**Power grid**

(1.5 px per um) Pins as bars on the die edge. Tap cells in gray.
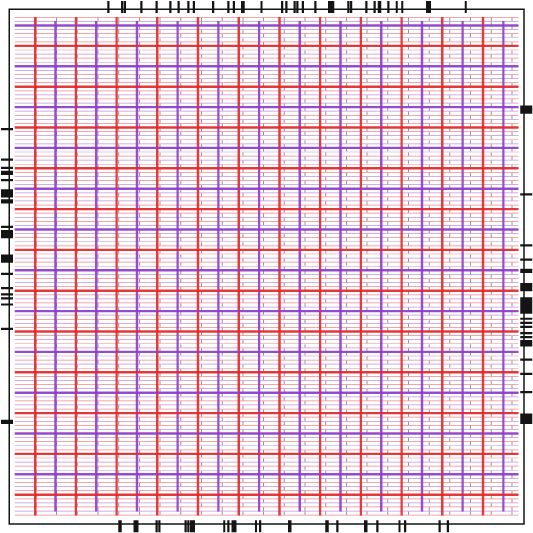
**Placed cells, one color a class**

(1.5 px per um) Fill, decap, tap and diode cells in gray.
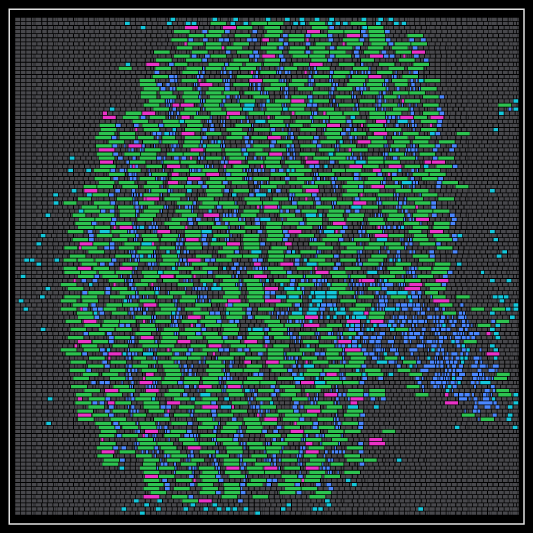
==> config.mk <==
export PLATFORM = sky130hd
export DESIGN_NAME = cpu_trace_buffer
export DESIGN_NICKNAME = d
export VERILOG_FILES = /design/src/rtl/cpu_trace_buffer.sv
export SDC_FILE = /design/constraint.sdc
export NUM_CORES = 1
export LEC_CHECK = 0
export CORE_MARGIN = 3
export CORE_UTILIZATION = 36
export DETAILED_ROUTE_END_ITERATION = 8
export REMOVE_ABC_BUFFERS = 1
export SYNTH_ARGS = -nofsm -noshare
export SYNTH_HDL_FRONTEND = slang
export SYNTH_SLANG_ARGS = --single-unit
==> constraint.sdc <==
create_clock -name clk -period 6.9 [get_ports clk]
set_input_delay 1.38 -clock clk [delete_from_list [all_inputs] [get_ports clk]]
set_output_delay 1.38 -clock clk [all_outputs]
set_load 0.02 [all_outputs]
==> src/rtl/cpu_trace_buffer.sv <==
// Circular capture history of stackCPU results with back/forward browsing.
// The displayed entry and all status outputs are registered one cycle after capture/navigation.
module cpu_trace_buffer #(
    parameter int PC_WIDTH    = 8,
    parameter int INSTR_WIDTH = 16,
    parameter int DATA_WIDTH  = 32,
    parameter int DEPTH       = 16,
    parameter int PTR_W       = $clog2(DEPTH)
) (
    input  logic                         clk,
    input  logic                         reset,
    input  logic                         cap_valid,
    input  logic [PC_WIDTH-1:0]          cap_pc,
    input  logic [INSTR_WIDTH-1:0]       cap_instr,
    input  logic signed [DATA_WIDTH-1:0] cap_result,
    input  logic                         cap_halt,
    input  logic                         cap_error,
    input  logic                         nav_back,
    input  logic                         nav_fwd,
    input  logic                         nav_live,
    output logic                         disp_valid,
    output logic [PC_WIDTH-1:0]          disp_pc,
    output logic [INSTR_WIDTH-1:0]       disp_instr,
    output logic signed [DATA_WIDTH-1:0] disp_result,
    output logic                         disp_halt,
    output logic                         disp_error,
    output logic [PTR_W-1:0]             disp_offset,
    output logic                         live,
    output logic [PTR_W:0]               count,
    output logic                         new_toggle,
    output logic                         lost
);

    localparam int ENT_W = PC_WIDTH + INSTR_WIDTH + DATA_WIDTH + 2;
    localparam logic [PTR_W:0] CNT_FULL = (PTR_W+1)'(DEPTH);

    typedef enum logic {S_LIVE, S_BROWSE} state_t;

    state_t             r_state, w_state_nxt;
    logic [PTR_W-1:0]   r_wr_ptr, r_rd_ptr;
    logic [PTR_W:0]     r_count;
    logic [ENT_W-1:0]   r_mem [DEPTH];

    logic               r_valid, r_halt, r_error, r_live, r_toggle, r_lost;
    logic [PC_WIDTH-1:0]          r_pc;
    logic [INSTR_WIDTH-1:0]       r_instr;
    logic signed [DATA_WIDTH-1:0] r_result;
    logic [PTR_W-1:0]             r_offset;

    logic               w_full, w_lost;
    logic [PTR_W-1:0]   w_wr_nxt, w_rd_cap, w_rd_nxt, w_off_cap, w_off_nxt;
    logic [PTR_W:0]     w_cnt_nxt;
    logic [ENT_W-1:0]   w_cap_entry, w_rd_entry;

    assign w_cap_entry = {cap_pc, cap_instr, cap_result, cap_halt, cap_error};

    always_ff @(posedge clk) begin
        if (cap_valid)
            r_mem[r_wr_ptr] <= w_cap_entry;
    end

    // Capture is resolved first; navigation then sees post-capture count/offset.
    always_comb begin
        w_full      = (r_count == CNT_FULL);
        w_wr_nxt    = cap_valid ? r_wr_ptr + 1'b1 : r_wr_ptr;
        w_cnt_nxt   = (cap_valid && !w_full) ? r_count + 1'b1 : r_count;
        w_rd_cap    = r_rd_ptr;
        w_lost      = 1'b0;
        if (r_state == S_BROWSE && cap_valid && w_full && r_wr_ptr == r_rd_ptr) begin
            w_rd_cap = r_rd_ptr + 1'b1;
            w_lost   = 1'b1;
        end
        w_off_cap   = w_wr_nxt - w_rd_cap - PTR_W'(1);
        w_state_nxt = r_state;
        w_rd_nxt    = w_rd_cap;

        if (nav_live) begin
            w_state_nxt = S_LIVE;
        end else if (nav_back) begin
            if (r_state == S_LIVE) begin
                if (w_cnt_nxt >= (PTR_W+1)'(2)) begin
                    w_state_nxt = S_BROWSE;
                    w_rd_nxt    = w_wr_nxt - PTR_W'(2);
                end
            end else if ({1'b0, w_off_cap} < w_cnt_nxt - 1'b1) begin
                w_rd_nxt = w_rd_cap - 1'b1;
            end
        end else if (nav_fwd && r_state == S_BROWSE) begin
            if (w_off_cap > PTR_W'(1))
                w_rd_nxt = w_rd_cap + 1'b1;
            else
                w_state_nxt = S_LIVE;
        end

        if (w_state_nxt == S_LIVE)
            w_rd_nxt = w_wr_nxt - 1'b1;
        w_off_nxt = (w_state_nxt == S_LIVE) ? '0 : w_wr_nxt - w_rd_nxt - PTR_W'(1);

        // Bypass: the newest entry is written on the same edge the output register loads.
        w_rd_entry = (cap_valid && w_rd_nxt == r_wr_ptr) ? w_cap_entry : r_mem[w_rd_nxt];
    end

    always_ff @(posedge clk or posedge reset) begin
        if (reset) begin
            r_state  <= S_LIVE;
            r_wr_ptr <= '0;
            r_rd_ptr <= '0;
            r_count  <= '0;
        end else begin
            r_state  <= w_state_nxt;
            r_wr_ptr <= w_wr_nxt;
            r_rd_ptr <= w_rd_nxt;
            r_count  <= w_cnt_nxt;
        end
    end

    always_ff @(posedge clk or posedge reset) begin
        if (reset) begin
            r_valid  <= 1'b0;
            r_pc     <= '0;
            r_instr  <= '0;
            r_result <= '0;
            r_halt   <= 1'b0;
            r_error  <= 1'b0;
            r_offset <= '0;
            r_live   <= 1'b1;
            r_toggle <= 1'b0;
            r_lost   <= 1'b0;
        end else begin
            r_valid  <= (w_cnt_nxt != '0);
            if (w_cnt_nxt != '0)
                {r_pc, r_instr, r_result, r_halt, r_error} <= w_rd_entry;
            else
                {r_pc, r_instr, r_result, r_halt, r_error} <= '0;
            r_offset <= w_off_nxt;
            r_live   <= (w_state_nxt == S_LIVE);
            r_toggle <= r_toggle ^ cap_valid;
            r_lost   <= w_lost;
        end
    end

    assign disp_valid  = r_valid;
    assign disp_pc     = r_pc;
    assign disp_instr  = r_instr;
    assign disp_result = r_result;
    assign disp_halt   = r_halt;
    assign disp_error  = r_error;
    assign disp_offset = r_offset;
    assign live        = r_live;
    assign count       = r_count;
    assign new_toggle  = r_toggle;
    assign lost        = r_lost;

endmodule

==> results.txt <==
yosys + openroad results -> status=finished, final reports clean, Cell Count, Final, Fillers Out=4,530, total gr overflow=0, yosys simple share=7.47%, Top cell area share=between 60% and 70%, Final GP Congestion=0.816, combinational share of cell area=20.8%, top cells by area, synth=edfxtp_1 (68%), mux2i_1 (8.4%), dfrtp_1 (4.9%), DRC errors left=0, CTS clock-pin slew for the worst setup and hold paths=0.06 ns, Routed Wire Length=between 100,000 and 150,000 um, aoi share=6.73%, H-tree levels=3, Syn Area/Cell=approximately 15 um2, Slew HR=between 20% and 30%, Flops after synth=1,008, Hold Path Class=reg -> reg, Synth Warn #=0, area leader, netlist=edfxtp_1, sequential fraction of the synthesis area=73.4%, Root Driver=clkbuf_16, largest fanout on the critical path=25, Die Area=117,000 um2, max_cap viols=0, layout cells sized above 1=11.1%
## Picture notes: 'power grid'
red -> VSS
purple -> VDD
met4 straps = 24
tap cells = 1,488
met5 straps = 24
met1 rails = 123
signal pins = 135

## Picture notes: 'placed cells, one color a class'
green -> flip-flops  # cells 1,008, share of their area 64%
blue -> all other logic  # cells 1,562, share of their area 22%
cyan -> other buffers and delay cells  # cells 273, share of their area 6.4%
magenta -> clock drivers and dummy loads  # cells 194, share of their area 7.3%

[metrics by stage]
stage               worst slack, ns  setup TNS [ns]  utilization, %  hold slack (ns)
finish                        0.719               0            43.3            0.468
global route                  0.210               0            43.3            0.494
CTS                           0.762               0            43.3            0.470
detailed placement           0.0520               0            40.3            0.462
global placement             0.0475               0            40.3            0.457
floorplan                    -23.36        -1408.75               -            0.575
[cell families (layout without fill, tap and decap cells)]
| kind of cell | after synthesis | after routing |
|---|---|---|
| mux | 346 | 346 |
| compound gates | 415 | 415 |
| xor+xnor | 35 | 35 |
| simple gates | 712 | 712 |
| other cells | 0 | 5 |
| fa+ha+maj | 23 | 23 |
| flops | 1008 | 1008 |
| buf+inv | 200 | 498 |
[sequential cells by signal (all words and copies together), names as in the netlist]
register,flops
disp_pc,8
r_wr_ptr,4
r_state,1
disp_error,1
r_rd_ptr,4
new_toggle,1
live,1
disp_offset,4
disp_result,32
lost,1
disp_valid,1
disp_instr,16
count,5
r_mem,928
disp_halt,1
[cells in the final DEF (no fill, tap or decap), types with 13 or more instances in the layout]
cell	instances
clkbuf_16	103
nand2_1	495
mux2i_1	343
nand3_1	133
buf_4	93
nor2_1	13
xnor2_1	19
xor2_1	13
nor2_4	20
ha_1	22
edfxtp_1	928
o21ai_1	60
buf_12	46
clkinv_2	14
dfrtp_1	79
a31oi_1	176
o211ai_1	115
clkbuf_1	36
inv_1	23
clkdlybuf4s50_1	134
[critical path, cell delays in order]
cell	delay, ns
clkdlybuf4s50_1	0.51
nand2_1	0.13
or3_4	0.42
o21ai_2	0.17
nand2_1	0.12
inv_1	0.09
a21oi_1	0.07
ha_1	0.22
a31oi_1	0.25
xor2_1	0.24
ha_1	0.27
o21a_1	0.18
nor2_1	0.08
a21oi_1	0.10
a22oi_1	0.33
mux2i_1	0.23
nand3_1	0.14
nor3_1	0.18
buf_4	0.18
a21oi_4	0.09
inv_8	0.20
buf_12	0.24
buf_12	0.22
mux2i_1	0.21
mux2i_1	0.11
o211ai_1	0.20
a31oi_1	0.13
[final timing paths]
path                                            from                   endpoint  slack (ns)  depth (start not counted)
worst max-delay path                       cap_valid  disp_result[29]$_DFF_PP0_        0.72                         27
worst min-delay path            new_toggle$_DFF_PP0_       new_toggle$_DFF_PP0_        0.47                          1
worst max register to register    count[0]$_DFF_PP0_  disp_result[29]$_DFF_PP0_        1.08                         28
worst min register to register  new_toggle$_DFF_PP0_       new_toggle$_DFF_PP0_        0.47                          1
max in group asynchronous                      reset       disp_pc[1]$_DFF_PP0_        4.40                          3
min in group asynchronous                      reset       disp_valid$_DFF_PP0_        1.21                          2
[routing by layer]
layer	track usage [%]	routed length, um
met4	4.88	2310
met5	0	25
met3	3.41	7140
met1	25.1	47800
met2	29.4	50400
